==> images/util_map.png <==
The die is cut into 9 by 9 equal tiles; black is low, pale yellow is high, 0 to 100% covered.
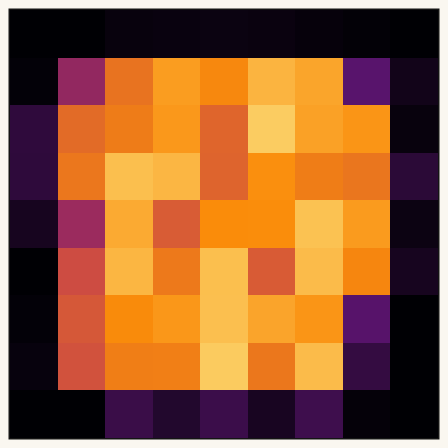
==> images/port_trees.png <==
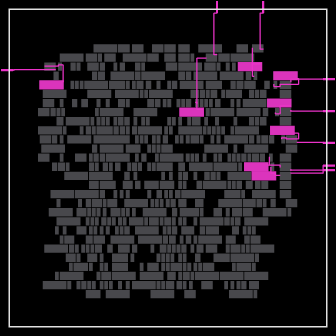
==> images/placed.png <==
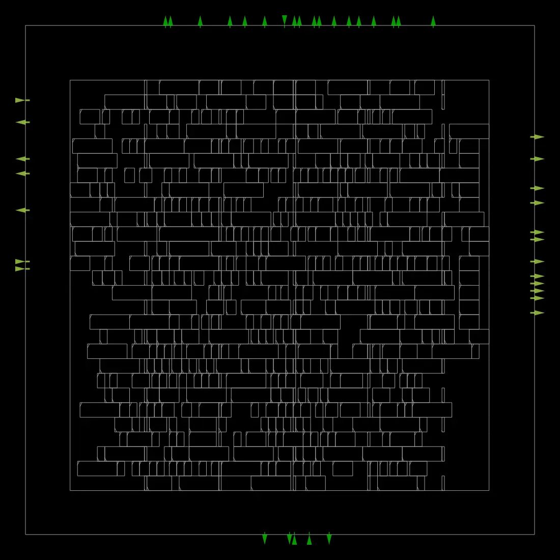
### src/rtl/nes_pad_pkg.sv
// Shared definitions for the NES pad poller: sequencer states, button bit
// positions and the Konami-style masks consumed by the easter-egg FSM.
package nes_pad_pkg;

  typedef enum logic [2:0] {
    StIdle,
    StLatch,
    StLow,
    StHigh,
    StGap
  } pad_state_e;

  localparam int unsigned BTN_A      = 0;
  localparam int unsigned BTN_B      = 1;
  localparam int unsigned BTN_SELECT = 2;
  localparam int unsigned BTN_START  = 3;
  localparam int unsigned BTN_UP     = 4;
  localparam int unsigned BTN_DOWN   = 5;
  localparam int unsigned BTN_LEFT   = 6;
  localparam int unsigned BTN_RIGHT  = 7;

  localparam logic [7:0] MASK_A      = 8'h01 << BTN_A;
  localparam logic [7:0] MASK_B      = 8'h01 << BTN_B;
  localparam logic [7:0] MASK_START  = 8'h01 << BTN_START;
  localparam logic [7:0] MASK_UP     = 8'h01 << BTN_UP;
  localparam logic [7:0] MASK_DOWN   = 8'h01 << BTN_DOWN;
  localparam logic [7:0] MASK_LEFT   = 8'h01 << BTN_LEFT;
  localparam logic [7:0] MASK_RIGHT  = 8'h01 << BTN_RIGHT;

  localparam int unsigned KONAMI_LEN = 11;

  // Up Up Down Down Left Right Left Right B A Start.
  function automatic logic [7:0] konami_step(int unsigned step);
    logic [7:0] mask;
    mask = '0;
    case (step)
      0, 1:    mask = MASK_UP;
      2, 3:    mask = MASK_DOWN;
      4, 6:    mask = MASK_LEFT;
      5, 7:    mask = MASK_RIGHT;
      8:       mask = MASK_B;
      9:       mask = MASK_A;
      10:      mask = MASK_START;
      default: mask = '0;
    endcase
    return mask;
  endfunction

endpackage

### src/rtl/nes_tick_gen.sv
// Interface tick prescaler: one-cycle tick every CLK_DIV clocks, restartable
// by a synchronous clear so each frame starts on a fresh tick boundary.
module nes_tick_gen #(
  parameter int unsigned CLK_DIV = 256
) (
  input  logic clk_old,
  input  logic reset_n,
  input  logic clear,
  output logic tick
);

  localparam int unsigned CntW = $clog2(CLK_DIV);

  logic [CntW-1:0] cnt_q, cnt_d;

  assign tick = (cnt_q == CntW'(CLK_DIV - 1));

  always_comb begin
    cnt_d = cnt_q + CntW'(1);
    if (clear || tick) begin
      cnt_d = '0;
    end
  end

  always_ff @(posedge clk_old) begin
    if (!reset_n) begin
      cnt_q <= '0;
    end else begin
      cnt_q <= cnt_d;
    end
  end

endmodule

### src/rtl/nes_pad_poll_sched.sv
// Two-pad NES serial poller: drives shared latch/pulse, shifts both data lines
// and publishes button words plus pressed-edge flags once per frame.
module nes_pad_poll_sched
  import nes_pad_pkg::*;
#(
  parameter int unsigned CLK_DIV     = 256,
  parameter int unsigned LATCH_TICKS = 2,
  parameter int unsigned NUM_BITS    = 8,
  parameter int unsigned FRAME_TICKS = 1634
) (
  input  logic                clk_old,
  input  logic                reset_n,
  input  logic                enable,
  input  logic                poll_req,
  input  logic                data_a,
  input  logic                data_b,
  output logic                latch,
  output logic                pulse,
  output logic                busy,
  output logic [NUM_BITS-1:0] btn_a,
  output logic [NUM_BITS-1:0] btn_b,
  output logic [NUM_BITS-1:0] press_a,
  output logic [NUM_BITS-1:0] press_b,
  output logic                frame_valid
);

  localparam int unsigned FcW = $clog2(FRAME_TICKS);
  localparam int unsigned PcW = $clog2(NUM_BITS + 1);

  pad_state_e          state_q, state_d;
  logic [FcW-1:0]      fc_q, fc_d;
  logic [PcW-1:0]      pulse_cnt_q, pulse_cnt_d;
  logic [PcW-1:0]      sample_idx;
  logic [NUM_BITS-1:0] shadow_a_q, shadow_a_d, shadow_b_q, shadow_b_d;
  logic [NUM_BITS-1:0] btn_a_q, btn_a_d, btn_b_q, btn_b_d;
  logic [NUM_BITS-1:0] press_a_q, press_a_d, press_b_q, press_b_d;
  logic                pending_q, pending_d;
  logic                latch_q, latch_d, pulse_q, pulse_d, fv_q, fv_d;
  logic                tick, start, commit, sample_en;

  nes_tick_gen #(
    .CLK_DIV(CLK_DIV)
  ) u_tick_gen (
    .clk_old(clk_old),
    .reset_n(reset_n),
    .clear  (start),
    .tick   (tick)
  );

  assign busy = (state_q == StLatch) || (state_q == StLow) || (state_q == StHigh);

  always_comb begin
    state_d     = state_q;
    pulse_cnt_d = pulse_cnt_q;
    sample_en   = 1'b0;
    sample_idx  = pulse_cnt_q;
    commit      = 1'b0;
    case (state_q)
      StIdle: begin
        if (enable || poll_req || pending_q) state_d = StLatch;
      end
      StLatch: begin
        if (tick && (fc_q == FcW'(LATCH_TICKS - 1))) begin
          sample_en  = 1'b1;
          sample_idx = '0;
          state_d    = StLow;
        end
      end
      StLow: begin
        // The LOW right after the latch has nothing new to read: bit 0 was
        // taken at latch end, bit k appears only after the k-th pulse.
        if (tick) begin
          sample_en = (pulse_cnt_q != '0);
          state_d   = StHigh;
        end
      end
      StHigh: begin
        if (tick) begin
          pulse_cnt_d = pulse_cnt_q + PcW'(1);
          if (pulse_cnt_d == PcW'(NUM_BITS)) begin
            state_d = StGap;
            commit  = 1'b1;
          end else begin
            state_d = StLow;
          end
        end
      end
      StGap: begin
        if (poll_req || pending_q) begin
          state_d = StLatch;
        end else if (!enable) begin
          state_d = StIdle;
        end else if (tick && (fc_q == FcW'(FRAME_TICKS - 1))) begin
          state_d = StLatch;
        end
      end
      default: state_d = StIdle;
    endcase
    start = (state_d == StLatch) && (state_q != StLatch);
    if (start) pulse_cnt_d = '0;
  end

  always_comb begin
    fc_d = fc_q;
    if (start) begin
      fc_d = '0;
    end else if (tick && (state_q != StIdle)) begin
      fc_d = fc_q + FcW'(1);
    end

    pending_d = pending_q;
    if (start) begin
      pending_d = 1'b0;
    end else if (busy && poll_req) begin
      pending_d = 1'b1;
    end

    shadow_a_d = shadow_a_q;
    shadow_b_d = shadow_b_q;
    for (int unsigned i = 0; i < NUM_BITS; i++) begin
      if (sample_en && (sample_idx == PcW'(i))) begin
        shadow_a_d[i] = data_a;
        shadow_b_d[i] = data_b;
      end
    end

    btn_a_d   = btn_a_q;
    btn_b_d   = btn_b_q;
    press_a_d = press_a_q;
    press_b_d = press_b_q;
    if (commit) begin
      btn_a_d   = ~shadow_a_q;
      btn_b_d   = ~shadow_b_q;
      press_a_d = ~shadow_a_q & ~btn_a_q;
      press_b_d = ~shadow_b_q & ~btn_b_q;
    end

    latch_d = (state_d == StLatch);
    pulse_d = (state_d == StHigh);
    fv_d    = commit;
  end

  always_ff @(posedge clk_old) begin
    if (!reset_n) begin
      state_q     <= StIdle;
      fc_q        <= '0;
      pulse_cnt_q <= '0;
      pending_q   <= 1'b0;
      shadow_a_q  <= '0;
      shadow_b_q  <= '0;
      btn_a_q     <= '0;
      btn_b_q     <= '0;
      press_a_q   <= '0;
      press_b_q   <= '0;
      latch_q     <= 1'b0;
      pulse_q     <= 1'b0;
      fv_q        <= 1'b0;
    end else begin
      state_q     <= state_d;
      fc_q        <= fc_d;
      pulse_cnt_q <= pulse_cnt_d;
      pending_q   <= pending_d;
      shadow_a_q  <= shadow_a_d;
      shadow_b_q  <= shadow_b_d;
      btn_a_q     <= btn_a_d;
      btn_b_q     <= btn_b_d;
      press_a_q   <= press_a_d;
      press_b_q   <= press_b_d;
      latch_q     <= latch_d;
      pulse_q     <= pulse_d;
      fv_q        <= fv_d;
    end
  end

  assign latch       = latch_q;
  assign pulse       = pulse_q;
  assign frame_valid = fv_q;
  assign btn_a       = btn_a_q;
  assign btn_b       = btn_b_q;
  assign press_a     = press_a_q;
  assign press_b     = press_b_q;

endmodule

### config.mk
export PLATFORM = sky130hd
export DESIGN_NAME = nes_pad_poll_sched
export DESIGN_NICKNAME = d
export VERILOG_FILES = /design/src/rtl/nes_pad_pkg.sv /design/src/rtl/nes_tick_gen.sv /design/src/rtl/nes_pad_poll_sched.sv
export SDC_FILE = /design/constraint.sdc
export NUM_CORES = 1
export LEC_CHECK = 0
export ABC_AREA = 1
export CAP_MARGIN = 10
export CORE_MARGIN = 8
export CORE_UTILIZATION = 55
export DETAILED_ROUTE_END_ITERATION = 10
export HOLD_SLACK_MARGIN = 0.02
export PLACE_DENSITY_LB_ADDON = 0.25
export SLEW_MARGIN = 20
export SYNTH_ARGS = -nofsm -noshare
export SYNTH_HDL_FRONTEND = slang
export SYNTH_SLANG_ARGS = --single-unit
### constraint.sdc
create_clock -name clk_old -period 2.55 [get_ports clk_old]
set_input_delay 0.765 -clock clk_old [delete_from_list [all_inputs] [get_ports clk_old]]
set_output_delay 0.765 -clock clk_old [all_outputs]
set_load 0.05 [all_outputs]
==> flow_metrics.env <==
# source this file to load flow results
export IMPL_synth_warning_count=0
export IMPL_total_non_filler_cell_area_in_the_finished_layout_um2=4040
export IMPL_power_frac_seq=0.553
export IMPL_grt_first_pass_wirelength_mm=11.7
export IMPL_avgRoutedWirePerCell_um=11.8
export IMPL_worst_setup_hold_path_clk_slew_ps=80
export IMPL_irDropWorstVdd_uv=428
export IMPL_vias_per_cell=4.88
export IMPL_die_boundary_width_um=94.5
export IMPL_finalHoldViolCount=0
export IMPL_gp_congestion=0.862
export IMPL_dpl_hpwl_mm=4.90
export IMPL_synth_lib_cells_used_distinct=32
export IMPL_worst_path_buf_inv=1
export IMPL_antenna_violations_before_repair=0
export IMPL_drive_gt1_frac=0.0851
export IMPL_yosys_area_top_type_share=0.461
export IMPL_worst_path_max_fanout=3
export IMPL_initialDrtViolationCount=122
export IMPL_post_synth_top_area_cell="sky130_fd_sc_hd__dfxtp_1"
export IMPL_drt_wl_total_mm=6.85
export IMPL_met1Wirelength_mm=3.21
export IMPL_power_switching_fraction=0.224
export IMPL_synth_cells=458
export IMPL_syn_avg_cell_area_um2=7.39
export IMPL_mappedNetlistNets=469
export IMPL_maxCapViolations=0
export IMPL_placed_area_um2=3850
export IMPL_synth_cell_area_um2=3390
export IMPL_internal_power_w=0.00172
export IMPL_setup_viol=0
export IMPL_cts_post_setup_buffers_inserted=0
export IMPL_synth_ff_latch_count=78
export IMPL_path_delay_family="buffers and inverters"
export IMPL_placed_cells=565
export IMPL_drc=0
export IMPL_clock_skew_final_ps=8.88
export IMPL_stage_log_warnings=28
export IMPL_antenna_cells=0
export IMPL_met3RoutedLength_um=300
export IMPL_via_count=2828
export IMPL_grt_start_max_net_pins=40
export IMPL_gr_total_overflow=0
export IMPL_wl_met2_mm=3.27
export IMPL_yosysChipArea_um2=3390
export IMPL_h_tree_depth=3
export IMPL_detailedRoute_firstPassIterationCount=4
export IMPL_grtUsageMet2=0.276
export IMPL_cts_inserted_buffers=9
export IMPL_timing_setup_critical_path_class="reg2out"
export IMPL_maximum_cell_stage_delay_along_the_critical_path_ps=830
export IMPL_timing_final_max_slew_violations=0
export IMPL_min_path_type="reg2reg"
export IMPL_synth_yosys_seq_area_share=0.461
export IMPL_run_status="finished, final reports clean"
export IMPL_tritoncts_clock_tree="done"
export IMPL_core_area_um2=5920
export IMPL_cellLeakagePower_nw=1.58
export IMPL_setup_repair_after_global_routing_missed_its_margin="no"
export IMPL_power_density_nw_per_um2=550
export IMPL_yosysCellCount=458
export IMPL_switching_power_w=0.000498
export IMPL_post_layout_total_power_w=0.00222
export IMPL_transition_time_at_the_pin_with_the_least_slew_margin_ps=604
export IMPL_worstSetupEndpointType="output pin"
export IMPL_fin_nets=512
export IMPL_tns_ps=0
export IMPL_timing_critical_path_cells="clkdlybuf4s50_1"
export IMPL_grt_busiest_layer="met2"
export IMPL_crit_path_start_kind="register"
export IMPL_max_slew_margin_rel=0.597
export IMPL_clock_sinks=78
export IMPL_layout_min_cycle_time_ps=2320
export IMPL_power_combinational_fraction=0.041
export IMPL_chipArea_um2=8920
export IMPL_detail_route_antenna_nets=0
export IMPL_clockRootBuffer="sky130_fd_sc_hd__clkbuf_8"
export IMPL_clockBufferDepth=2
export IMPL_highest_signal_layer="met4"
export IMPL_global_route_usage_met3=0.0524
export IMPL_die_height_um=94.5
export IMPL_ctsResizeCount=0
export IMPL_area_growth_synth_to_final_pct=19.3
export IMPL_global_route_usage_met1=0.183
export IMPL_timing_fmax_ghz=0.432
Notes on util_map.png above:
The emptiest ninth of the die: south-east. The fullest tile reaches 89%. 28% of the tiles are over 75% full. The densest ninth of the die: center. The mean over all tiles is 44%. 17% of the tiles are nearly empty.
fp_density: 0.572
fraction of the core area covered by cells at the end of the flow: 0.682

Notes on port_trees.png above:
Key: press_b = magenta [bits 8, direction output, edge 5 east, 2 north, 1 west, end cells 8, buffers 8, wire 177 um]
count of port buffers added during placement: 41
top-level I/O count: 42

Notes on placed.png above:
Site Rows: 28
sequential cell count: 78
register share of the cell area: 0.386
post-route insts no fill: 580
n_taps: 75

-- worst paths after layout --
| check | startpoint | endpoint | slack [ps] | cells past startpoint |
|---|---|---|---|---|
| hold / removal | u_tick_gen.cnt_q[0] | u_tick_gen.cnt_q[0] | 450 | 1 |
| setup / recovery | btn_a[6] | btn_a[6] | 230 | 1 |
| setup reg to reg | u_tick_gen.cnt_q[0] | pulse_cnt_q[1] | 460 | 11 |
| hold reg to reg | u_tick_gen.cnt_q[0] | u_tick_gen.cnt_q[0] | 450 | 1 |
-- power groups by stage --
stage | logic, W | clock network (W) | registers [W]
global placement | 0.0000911 | 0 | 0.00126
detailed placement | 0.0000927 | 0 | 0.00126
CTS | 0.0000928 | 0.000916 | 0.00123
floorplan | 0.0000606 | 0 | 0.00126
finish | 0.0000917 | 0.000901 | 0.00123
global route | 0.000101 | 0.000969 | 0.00123
-- synth_stat cells, drive strengths merged --
library cell and number:
nor3 12, clkinv 2, buf 6, clkbuf 7
o31ai 1, xnor2 5, inv 47, or2 16
xor2 13, nand3 20, a21o 1, o21a 1
nand2 106, a21oi 37, dfxtp 78, ha 5
mux2i 1, o21ai 10, nand4 5, nor2 85
-- layout by cell type, fill, tap and decap left out, types with 4 or more instances in the layout --
cell / instances
sky130_fd_sc_hd__a21oi_1: 37
sky130_fd_sc_hd__dfxtp_1: 78
sky130_fd_sc_hd__buf_4: 5
sky130_fd_sc_hd__nand3_1: 17
sky130_fd_sc_hd__or2_2: 6
sky130_fd_sc_hd__inv_1: 44
sky130_fd_sc_hd__or2_0: 10
sky130_fd_sc_hd__xor2_1: 13
sky130_fd_sc_hd__nor3_1: 10
sky130_fd_sc_hd__nor2_2: 4
sky130_fd_sc_hd__clkbuf_8: 10
sky130_fd_sc_hd__nand4_1: 4
sky130_fd_sc_hd__xnor2_1: 5
sky130_fd_sc_hd__nand2_1: 104
sky130_fd_sc_hd__ha_1: 5
sky130_fd_sc_hd__nor2_1: 79
sky130_fd_sc_hd__clkdlybuf4s50_1: 40
sky130_fd_sc_hd__o21ai_0: 10
-- per-stage QoR --
step | util | hold WS [ps] | setup slack (ps)
after floorplan | - | 418 | 704
after detailed placement | 0.650 | 440 | 150
after CTS | 0.682 | 456 | 224
after global placement | 0.650 | 424 | 282
final | 0.682 | 451 | 234
after global routing | 0.682 | 477 | 181
-- layout make-up --
type / instances / area, um2
fillers: 497 / 1880
multi-input cells: 318 / 1570
flip-flops and latches: 78 / 1560
repair buffers: 45 / 438
inverters: 49 / 184
clock buffers: 11 / 141
well taps: 75 / 93.8
clock inverters: 4 / 47.5
-- flip-flops by register name (all words and copies together), names as in the netlist --
register and cells:
pulse 1, btn_a 8, latch 1, fc_q 11, shadow_b_q 8, pending_q 1, press_a 8, btn_b 8
u_tick_gen.cnt_q 8, pulse_cnt_q 4, shadow_a_q 8, press_b 8, state_q 3, frame_valid 1
-- cells by family (layout without fill, tap and decap cells) --
family	after synthesis	in the layout	share of synthesized area
xor+xnor	18	18	0.0466
mux	1	1	0.00296
fa+ha+maj	5	5	0.0185
flops	78	78	0.461
compound gates	50	50	0.0776
simple gates	244	244	0.319
buf+inv	62	109	0.0739
Power figures rest on the tool's default switching activity, not on a simulated workload.
